==> images/m1.png <==
Bar = 20 um. Cells faint in the background.
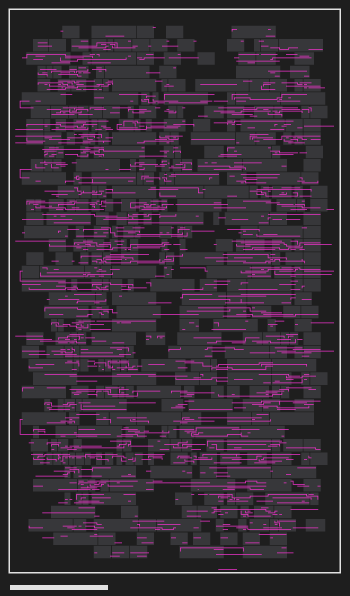
==> images/congestion_map.png <==
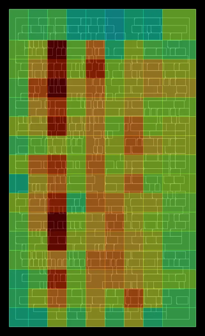
==> images/closeup.png <==
Bar = 5 um. Region (40, 76) to (60, 96) um. Cells in gray, sequential cells in the stronger gray; small squares are vias.
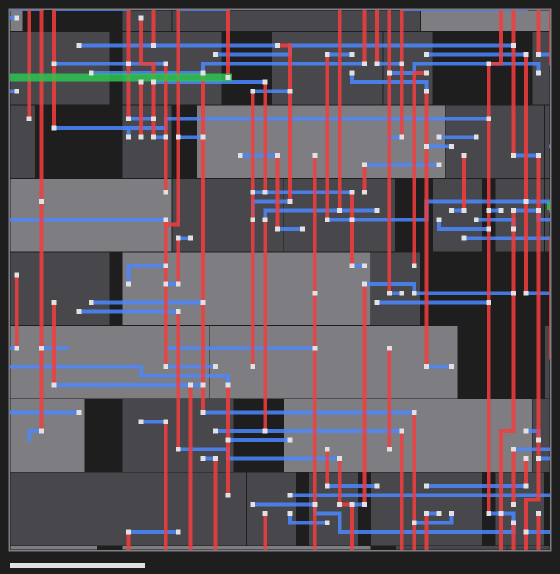
==> images/layers.png <==
Bar = 20 um. Two of the layers only.
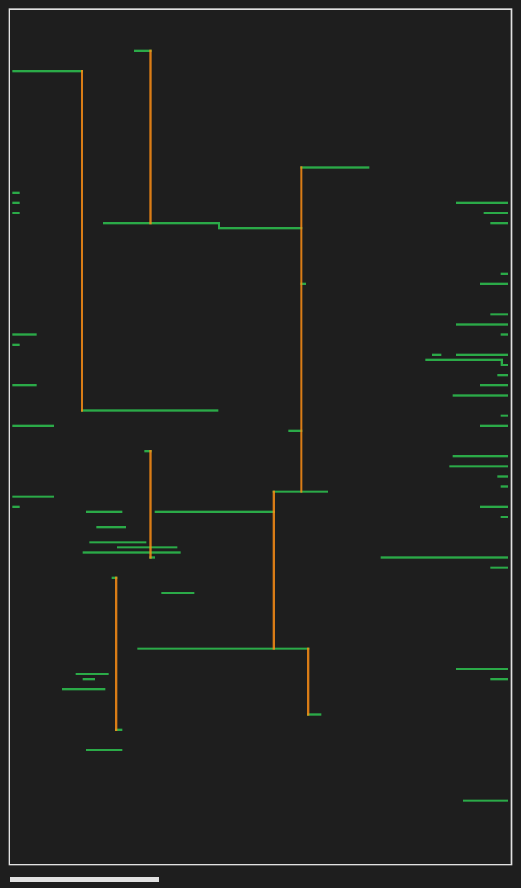
File: src/rtl/omp_col_sched.sv
// Column scheduler: clears the OMP RAMs, starts the core, drains RAM_S per column.
// Optional RUN watchdog is built only when OMP_SCHED_TIMEOUT_EN is defined.
module omp_col_sched #(
    parameter int COL_NUM     = 64,
    parameter int COL_W       = 6,
    parameter int Q_MEM_SIZE  = 256,
    parameter int R_MEM_SIZE  = 36,
    parameter int S_MEM_SIZE  = 256,
    parameter int CLR_DEPTH   = 256,
    parameter int AW          = 8,
    parameter int DW          = 16,
    parameter int TIMEOUT_CYC = 1048576
) (
    input  logic             clk,
    input  logic             rst,
    input  logic             batch_start,
    output logic             batch_busy,
    output logic             batch_done,
    output logic [COL_W-1:0] col_idx,
    output logic             mem_sel,
    output logic             omp_start,
    input  logic             omp_done,
    output logic [AW-1:0]    clr_a,
    output logic             clr_q_we,
    output logic             clr_r_we,
    output logic             clr_inv_r_we,
    output logic             clr_s_we,
    output logic [AW-1:0]    s_a,
    output logic             s_oe,
    input  logic [DW-1:0]    s_q,
    output logic             out_valid,
    input  logic             out_ready,
    output logic [DW-1:0]    out_data,
    output logic             out_last,
    output logic             timeout_err
);

    typedef enum logic [2:0] {
        S_IDLE, S_CLEAR, S_START, S_RUN, S_DRAIN, S_NEXT
    } state_t;

    state_t             state_q, state_d;
    logic [COL_W-1:0]   col_idx_q, col_idx_d;
    logic               busy_q, busy_d;
    logic               bdone_q, bdone_d;
    logic               mem_sel_q, mem_sel_d;
    logic               omp_start_q, omp_start_d;
    logic [AW-1:0]      clr_a_q, clr_a_d;
    logic [3:0]         clr_we_q, clr_we_d;
    logic [AW-1:0]      s_a_q, s_a_d;
    logic               s_oe_q, s_oe_d;
    logic [AW:0]        rd_cnt_q, rd_cnt_d;
    logic               rd_v_q, rd_v_d;
    logic               rd_last_q, rd_last_d;
    logic               omp_done_q, omp_done_d;
    logic [DW-1:0]      fifo_data_q [2];
    logic [DW-1:0]      fifo_data_d [2];
    logic [1:0]         fifo_last_q, fifo_last_d;
    logic               wr_ptr_q, wr_ptr_d;
    logic               rd_ptr_q, rd_ptr_d;
    logic [1:0]         cnt_q, cnt_d;

    logic               head_v, xfer, fifo_pop, fifo_push, room, done_edge;
    logic [AW:0]        clr_nxt;

`ifdef OMP_SCHED_TIMEOUT_EN
    localparam int TW = $clog2(TIMEOUT_CYC + 1);
    logic [TW-1:0]      run_cnt_q, run_cnt_d;
    logic               tmo_q, tmo_d;
    assign timeout_err = tmo_q;
`else
    assign timeout_err = 1'b0;
`endif

    // bits: [3] S, [2] INV_R, [1] R, [0] Q
    function automatic logic [3:0] clr_we_f(input logic [AW:0] a);
        clr_we_f = {a < (AW+1)'(S_MEM_SIZE), a < (AW+1)'(R_MEM_SIZE),
                    a < (AW+1)'(R_MEM_SIZE), a < (AW+1)'(Q_MEM_SIZE)};
    endfunction

    assign batch_busy   = busy_q;
    assign batch_done   = bdone_q;
    assign col_idx      = col_idx_q;
    assign mem_sel      = mem_sel_q;
    assign omp_start    = omp_start_q;
    assign clr_a        = clr_a_q;
    assign clr_q_we     = clr_we_q[0];
    assign clr_r_we     = clr_we_q[1];
    assign clr_inv_r_we = clr_we_q[2];
    assign clr_s_we     = clr_we_q[3];
    assign s_a          = s_a_q;
    assign s_oe         = s_oe_q;

    // Read data landing on s_q is presented directly when the FIFO is empty,
    // and parked in the FIFO if it is not taken that cycle.
    always_comb begin
        head_v      = (cnt_q != 2'd0);
        out_valid   = head_v | rd_v_q;
        out_data    = head_v ? fifo_data_q[rd_ptr_q] : (rd_v_q ? s_q : '0);
        out_last    = head_v ? fifo_last_q[rd_ptr_q] : (rd_v_q & rd_last_q);
        xfer        = out_valid & out_ready;
        fifo_pop    = xfer & head_v;
        fifo_push   = rd_v_q & (head_v | ~out_ready);
        fifo_data_d = fifo_data_q;
        fifo_last_d = fifo_last_q;
        wr_ptr_d    = wr_ptr_q;
        rd_ptr_d    = rd_ptr_q;
        if (fifo_push) begin
            fifo_data_d[wr_ptr_q] = s_q;
            fifo_last_d[wr_ptr_q] = rd_last_q;
            wr_ptr_d              = ~wr_ptr_q;
        end
        if (fifo_pop) begin
            rd_ptr_d = ~rd_ptr_q;
        end
        cnt_d      = cnt_q + {1'b0, fifo_push} - {1'b0, fifo_pop};
        room       = ({1'b0, cnt_d} + {2'b0, s_oe_q}) < 3'd2;
        rd_v_d     = s_oe_q;
        rd_last_d  = s_oe_q && (s_a_q == AW'(S_MEM_SIZE - 1));
        omp_done_d = omp_done;
        done_edge  = omp_done & ~omp_done_q;
        clr_nxt    = {1'b0, clr_a_q} + (AW+1)'(1);
    end

    always_comb begin
        state_d     = state_q;
        col_idx_d   = col_idx_q;
        busy_d      = busy_q;
        bdone_d     = 1'b0;
        mem_sel_d   = mem_sel_q;
        omp_start_d = 1'b0;
        clr_a_d     = clr_a_q;
        clr_we_d    = 4'b0;
        s_a_d       = s_a_q;
        s_oe_d      = 1'b0;
        rd_cnt_d    = rd_cnt_q;
`ifdef OMP_SCHED_TIMEOUT_EN
        run_cnt_d   = run_cnt_q;
        tmo_d       = tmo_q;
`endif
        case (state_q)
            S_IDLE: begin
                if (batch_start) begin
                    state_d   = S_CLEAR;
                    col_idx_d = '0;
                    busy_d    = 1'b1;
                    mem_sel_d = 1'b1;
                    clr_a_d   = '0;
                    clr_we_d  = clr_we_f('0);
                end
            end
            S_CLEAR: begin
                if (clr_a_q == AW'(CLR_DEPTH - 1)) begin
                    state_d     = S_START;
                    mem_sel_d   = 1'b0;
                    omp_start_d = 1'b1;
                    clr_a_d     = '0;
                end else begin
                    clr_a_d  = clr_nxt[AW-1:0];
                    clr_we_d = clr_we_f(clr_nxt);
                end
            end
            S_START: begin
                state_d = S_RUN;
`ifdef OMP_SCHED_TIMEOUT_EN
                run_cnt_d = '0;
`endif
            end
            S_RUN: begin
                if (done_edge) begin
                    state_d   = S_DRAIN;
                    mem_sel_d = 1'b1;
                    s_oe_d    = 1'b1;
                    s_a_d     = '0;
                    rd_cnt_d  = (AW+1)'(1);
                end
`ifdef OMP_SCHED_TIMEOUT_EN
                else if (run_cnt_q == TW'(TIMEOUT_CYC - 1)) begin
                    state_d   = S_NEXT;
                    mem_sel_d = 1'b1;
                    tmo_d     = 1'b1;
                end else begin
                    run_cnt_d = run_cnt_q + TW'(1);
                end
`endif
            end
            S_DRAIN: begin
                if (rd_cnt_q < (AW+1)'(S_MEM_SIZE) && room) begin
                    s_oe_d   = 1'b1;
                    s_a_d    = rd_cnt_q[AW-1:0];
                    rd_cnt_d = rd_cnt_q + (AW+1)'(1);
                end
                if (xfer && out_last) begin
                    state_d = S_NEXT;
                end
            end
            S_NEXT: begin
                if (col_idx_q == COL_W'(COL_NUM - 1)) begin
                    state_d = S_IDLE;
                    busy_d  = 1'b0;
                    bdone_d = 1'b1;
                end else begin
                    state_d   = S_CLEAR;
                    col_idx_d = col_idx_q + COL_W'(1);
                    clr_a_d   = '0;
                    clr_we_d  = clr_we_f('0);
                end
            end
            default: state_d = S_IDLE;
        endcase
    end

    always_ff @(posedge clk or negedge rst) begin
        if (!rst) begin
            state_q     <= S_IDLE;
            col_idx_q   <= '0;
            busy_q      <= 1'b0;
            bdone_q     <= 1'b0;
            mem_sel_q   <= 1'b1;
            omp_start_q <= 1'b0;
            clr_a_q     <= '0;
            clr_we_q    <= 4'b0;
            s_a_q       <= '0;
            s_oe_q      <= 1'b0;
            rd_cnt_q    <= '0;
            rd_v_q      <= 1'b0;
            rd_last_q   <= 1'b0;
            omp_done_q  <= 1'b0;
            for (int i = 0; i < 2; i++) fifo_data_q[i] <= '0;
            fifo_last_q <= 2'b0;
            wr_ptr_q    <= 1'b0;
            rd_ptr_q    <= 1'b0;
            cnt_q       <= 2'd0;
`ifdef OMP_SCHED_TIMEOUT_EN
            run_cnt_q   <= '0;
            tmo_q       <= 1'b0;
`endif
        end else begin
            state_q     <= state_d;
            col_idx_q   <= col_idx_d;
            busy_q      <= busy_d;
            bdone_q     <= bdone_d;
            mem_sel_q   <= mem_sel_d;
            omp_start_q <= omp_start_d;
            clr_a_q     <= clr_a_d;
            clr_we_q    <= clr_we_d;
            s_a_q       <= s_a_d;
            s_oe_q      <= s_oe_d;
            rd_cnt_q    <= rd_cnt_d;
            rd_v_q      <= rd_v_d;
            rd_last_q   <= rd_last_d;
            omp_done_q  <= omp_done_d;
            fifo_data_q <= fifo_data_d;
            fifo_last_q <= fifo_last_d;
            wr_ptr_q    <= wr_ptr_d;
            rd_ptr_q    <= rd_ptr_d;
            cnt_q       <= cnt_d;
`ifdef OMP_SCHED_TIMEOUT_EN
            run_cnt_q   <= run_cnt_d;
            tmo_q       <= tmo_d;
`endif
        end
    end

endmodule

File: config.mk
export PLATFORM = sky130hd
export DESIGN_NAME = omp_col_sched
export DESIGN_NICKNAME = d
export VERILOG_FILES = /design/src/rtl/omp_col_sched.sv
export SDC_FILE = /design/constraint.sdc
export NUM_CORES = 1
export LEC_CHECK = 0
export CAP_MARGIN = 0
export CORE_ASPECT_RATIO = 1.75
export CORE_MARGIN = 2
export CORE_UTILIZATION = 57
export CTS_CLUSTER_DIAMETER = 80
export CTS_CLUSTER_SIZE = 20
export DETAILED_ROUTE_END_ITERATION = 10
export HOLD_SLACK_MARGIN = 0.12
export PLACE_DENSITY_LB_ADDON = 0.3
export SLEW_MARGIN = 40
export SYNTH_ARGS = -nofsm -noshare
export SYNTH_HDL_FRONTEND = slang
export SYNTH_SLANG_ARGS = --single-unit
File: constraint.sdc
create_clock -name clk -period 4.4 [get_ports clk]
set_input_delay 1.1 -clock clk [delete_from_list [all_inputs] [get_ports clk]]
set_output_delay 1.1 -clock clk [all_outputs]
set_load 0.02 [all_outputs]
==> flow_summary_export.csv <==
group,metric,value,unit
run_status,status,"finished, final reports clean",
floorplan,fp-utilization,0.586,
detailed_routing,met1Wirelength,3.43,mm
synthesis,mux_share,0.162,
critical_path,critPathMaxFanout,3,
clock_tree,cts_resized,0,
placement,dp_hpwl,5.70,mm
floorplan,dieArea,7700,um2
placement,gp_congestion,0.804,
sta,slew_violations,0,
synthesis,simple_gate_share,0.165,
clock_tree,insertion_delay,0.34,ns
synthesis,syn-num-nets,402,
finish,area_delta_synth_final,25.9,%
sta,relSlewSlack,0.521,
detailed_routing,dr_wl_met2,4.50,mm
synthesis,yosysWarnings,0,
finish,nNetsFinal,463,
critical_path,critical_path.top_delay_family,"buffers and inverters",
synthesis,ys.flops,82,
synthesis,yosys.area_share.aoi,0.0923,
detailed_routing,drc,0,
synthesis,fa_ha_area_frac,0.0157,
sta,min_period,3.57,ns
global_routing,grt_pass1_wl,14.0,mm
critical_path,critPathLaunchType,"primary input",
floorplan,die_w,67.2,um
finish,layout_top_cells,"dfrtp_1, clkdlybuf4s50_1, nand2_1",
detailed_routing,drt_first_iter_violations,192,
placement,portBuffers,69,
synthesis,logic_family,"simple AND/OR/NAND/NOR gates",
clock_tree,clk_pin_slew,0.06,ns
clock_tree,cts_inserted_buffers,9,
clock_tree,clockRootBuffer,"clkbuf_16",
critical_path,slowest_delay,0.63,ns
detailed_routing,via_per_inst,5.80,
pwr,leakage,2.26,nW
clock_tree,cts.path.max_buffers,2,
critical_path,path_cells,"clkdlybuf4s50_1 -> nand3_1 -> o21ai_0 -> clkdlybuf4s50_1",
pwr,ir_worst_vdd,0.000392,V
global_routing,grt_pass1_vias,3015,
floorplan,ios,71,
sta,tightest_slew,0.718,ns
clock_tree,hold_buffers,0,
finish,diodes,0,
finish,drive_gt1_frac,0.136,
synthesis,ys_sh_xor,0.0169,
flow_run,warning_count,26,
floorplan,core,6810,um2
floorplan,num_rows,40,
finish,stdcell_area,5020,um2
pwr,power_density,463,nW/um2
synthesis,async_flop_share,1.00,
synthesis,ys_chip_area,3990,um2
clock_tree,clock-sinks,82,
sta,fin_crit_sh,0.810,
finish,final_util,0.737,
synthesis,synthDistinctLibCells,54,
critical_path,required,3.30,ns
placement,dpl_cell_area,4710,um2
critical_path,crit_path_top_delay_cell,"clkdlybuf4s50_1",
pwr,power,2.32,mW
synthesis,ys_seq_frac,0.515,
worst_hold_path,hp-class,"flop to flop",
global_routing,grt_max_degree,83,
detailed_routing,top_layer,"met4",
sta,finalSetupViolCount,0,
synthesis,syn-cell-area,3990,um2
clock_tree,cts_max_level,3,
clock_tree,cts_tree,"done",
finish,lay_top_count,"dfrtp_1",
global_routing,antenna_found_initial,0,
critical_path,cp_common_cell,"clkdlybuf4s50_1",
synthesis,ys_cells,376,
flow_run,maxCapViolCount,0,
sta,finalSetupTns,0,ns
detailed_routing,antenna_left,0,
synthesis,netlist_instances,376,
critical_path,critPathKind,"primary input to primary output",
floorplan,fp.dieH,115,um
detailed_routing,drt-pass1-iter-count,4,
clock_tree,postCtsSetupRepairBufs,0,
placement,place_ws,0.512,ns
sta,grt_setup_unrepaired,"no",
critical_path,path_buffers,2,
sta,setup_slack,0.835,ns
synthesis,synth-edff-count,0,
critical_path,cp-end-kind,"primary output",
sta,clock.fmax,0.280,GHz
synthesis,avgSynthCellArea,10.6,um2
detailed_routing,routed-wl-met3,307,um
global_routing,grt.overflow.total,0,
synthesis,synthFlopType,"dfrtp_1",
sta,hold_viol,0,
sta,skew,0.00426,ns
critical_path,cp_data_arrival_time,2.47,ns
-- m1.png (at the start) --
- wire length on this layer: 3430 um
- share of all routed wire: 41%

-- congestion_map.png (at the start) --
Wirelength per Cell: 16.0 um
met3 track demand over resource: 0.0433
grt peak-use layer: met2
met2 Use GR: 0.417

-- closeup.png (at the start) --
- blue: M1
- red: M2
- green: M3
- cells with their middle in the window: 24
- netlist names of flops here include: fifo_data_q (6)
- sequential cells in the window: 6
- most frequent: mux2_2 (6), dfrtp_1 (6), o21ai_0 (5)

-- layers.png (at the start) --
- orange: M4 (wire length 177 um)
- green: M3 (wire length 307 um)
final WL: 8.41 mm
via count: 3050
gr usage total: 0.241

[layer usage]
layer	vias up	GRT usage
met2	75	0.417
met1	1492	0.282
met3	18	0.0433
met5	-	0
met4	0	0.110
li1	1465	-
[cells in the mapped netlist, drive strengths merged, types with 3 or more instances]
| master | number | share of area |
|---|---|---|
| mux2i | 25 | 0.063 |
| and3 | 3 | 0.0047 |
| buf | 9 | 0.015 |
| nor2 | 12 | 0.012 |
| or3 | 5 | 0.0078 |
| nand3 | 40 | 0.050 |
| nor2b | 4 | 0.0063 |
| inv | 6 | 0.0056 |
| xor2 | 3 | 0.0066 |
| a21oi | 5 | 0.0063 |
| mux2 | 35 | 0.099 |
| clkbuf | 13 | 0.012 |
| ha | 5 | 0.016 |
| o21ai | 32 | 0.040 |
| nand2 | 47 | 0.044 |
| nand4 | 5 | 0.0078 |
| nor3 | 9 | 0.011 |
| nand2b | 3 | 0.0047 |
| dfrtp | 81 | 0.51 |
[worst register-to-register path, stage by stage (launching register included)]
cell	delay (ns)
dfrtp_1	0.80
a21bo_2	0.35
ha_1	0.28
inv_1	0.06
ha_1	0.14
xor3_1	0.27
a2111o_1	0.62
or3_1	0.44
a21boi_1	0.15
[stage by stage]
stage	std cells	hold slack, ns
after global routing	526	0.491
after CTS	526	0.484
after detailed placement	510	0.473
after floorplan	376	0.457
after global placement	510	0.466
final	526	0.482
[path summary, 6_finish.rpt]
path	cells past startpoint	slack, ns	startpoint	to
min reg2reg	0	0.48	s_oe	rd_v_q
max	4	0.83	s_q[10]	out_data[10]
min in group asynchronous	1	0.79	rst	fifo_data_q[4]
max in group asynchronous	1	3.11	rst	clr_a[3]
max reg2reg	8	1.22	rd_v_q	rd_cnt_q[6]
min	0	0.48	s_oe	rd_v_q
[sequential cells by signal, summed over array words and instances, names as in the netlist]
register	cells
mem_sel	1
rd_v_q	1
batch_done	1
clr_a	8
cnt_q	2
state_q	3
rd_ptr_q	1
col_idx	6
omp_done_q	1
fifo_last_q	2
wr_ptr_q	1
batch_busy	1
omp_start	1
rd_cnt_q	9
s_oe	1
fifo_data_q	32
s_a	8
clr_we_q	2
rd_last_q	1
[logic make-up after synthesis]
logic type,Yosys count
AOI/OAI and AO/OA,58
xor gates and xnor gates,6
adders and majority gates,5
buffers and inverters,28
DFF,82
muxes,60
other,1
and+or+nand+nor,136
[where the power goes]
| part | switching, mW | internal, mW | leakage, nW | total, mW |
|---|---|---|---|---|
| registers | 0.101 | 0.827 | 1.07 | 0.928 |
| logic | 0.334 | 0.307 | 1.05 | 0.641 |
| clock network | 0.286 | 0.469 | 0.145 | 0.755 |
| total | 0.721 | 1.60 | 2.26 | 2.32 |
[area by class of cell]
| class | instances | area, um2 |
|---|---|---|
| Clock buffer | 12 | 256 |
| Fill cell | 520 | 1790 |
| Tap cell | 84 | 105 |
| Sequential cell | 82 | 2050 |
| Inverter | 6 | 22.5 |
| Clock inverter | 4 | 50.0 |
| Timing Repair Buffer | 72 | 714 |
| Multi-Input combinational cell | 266 | 1820 |
No activity file was given, so power comes from the tool's default toggle rates.
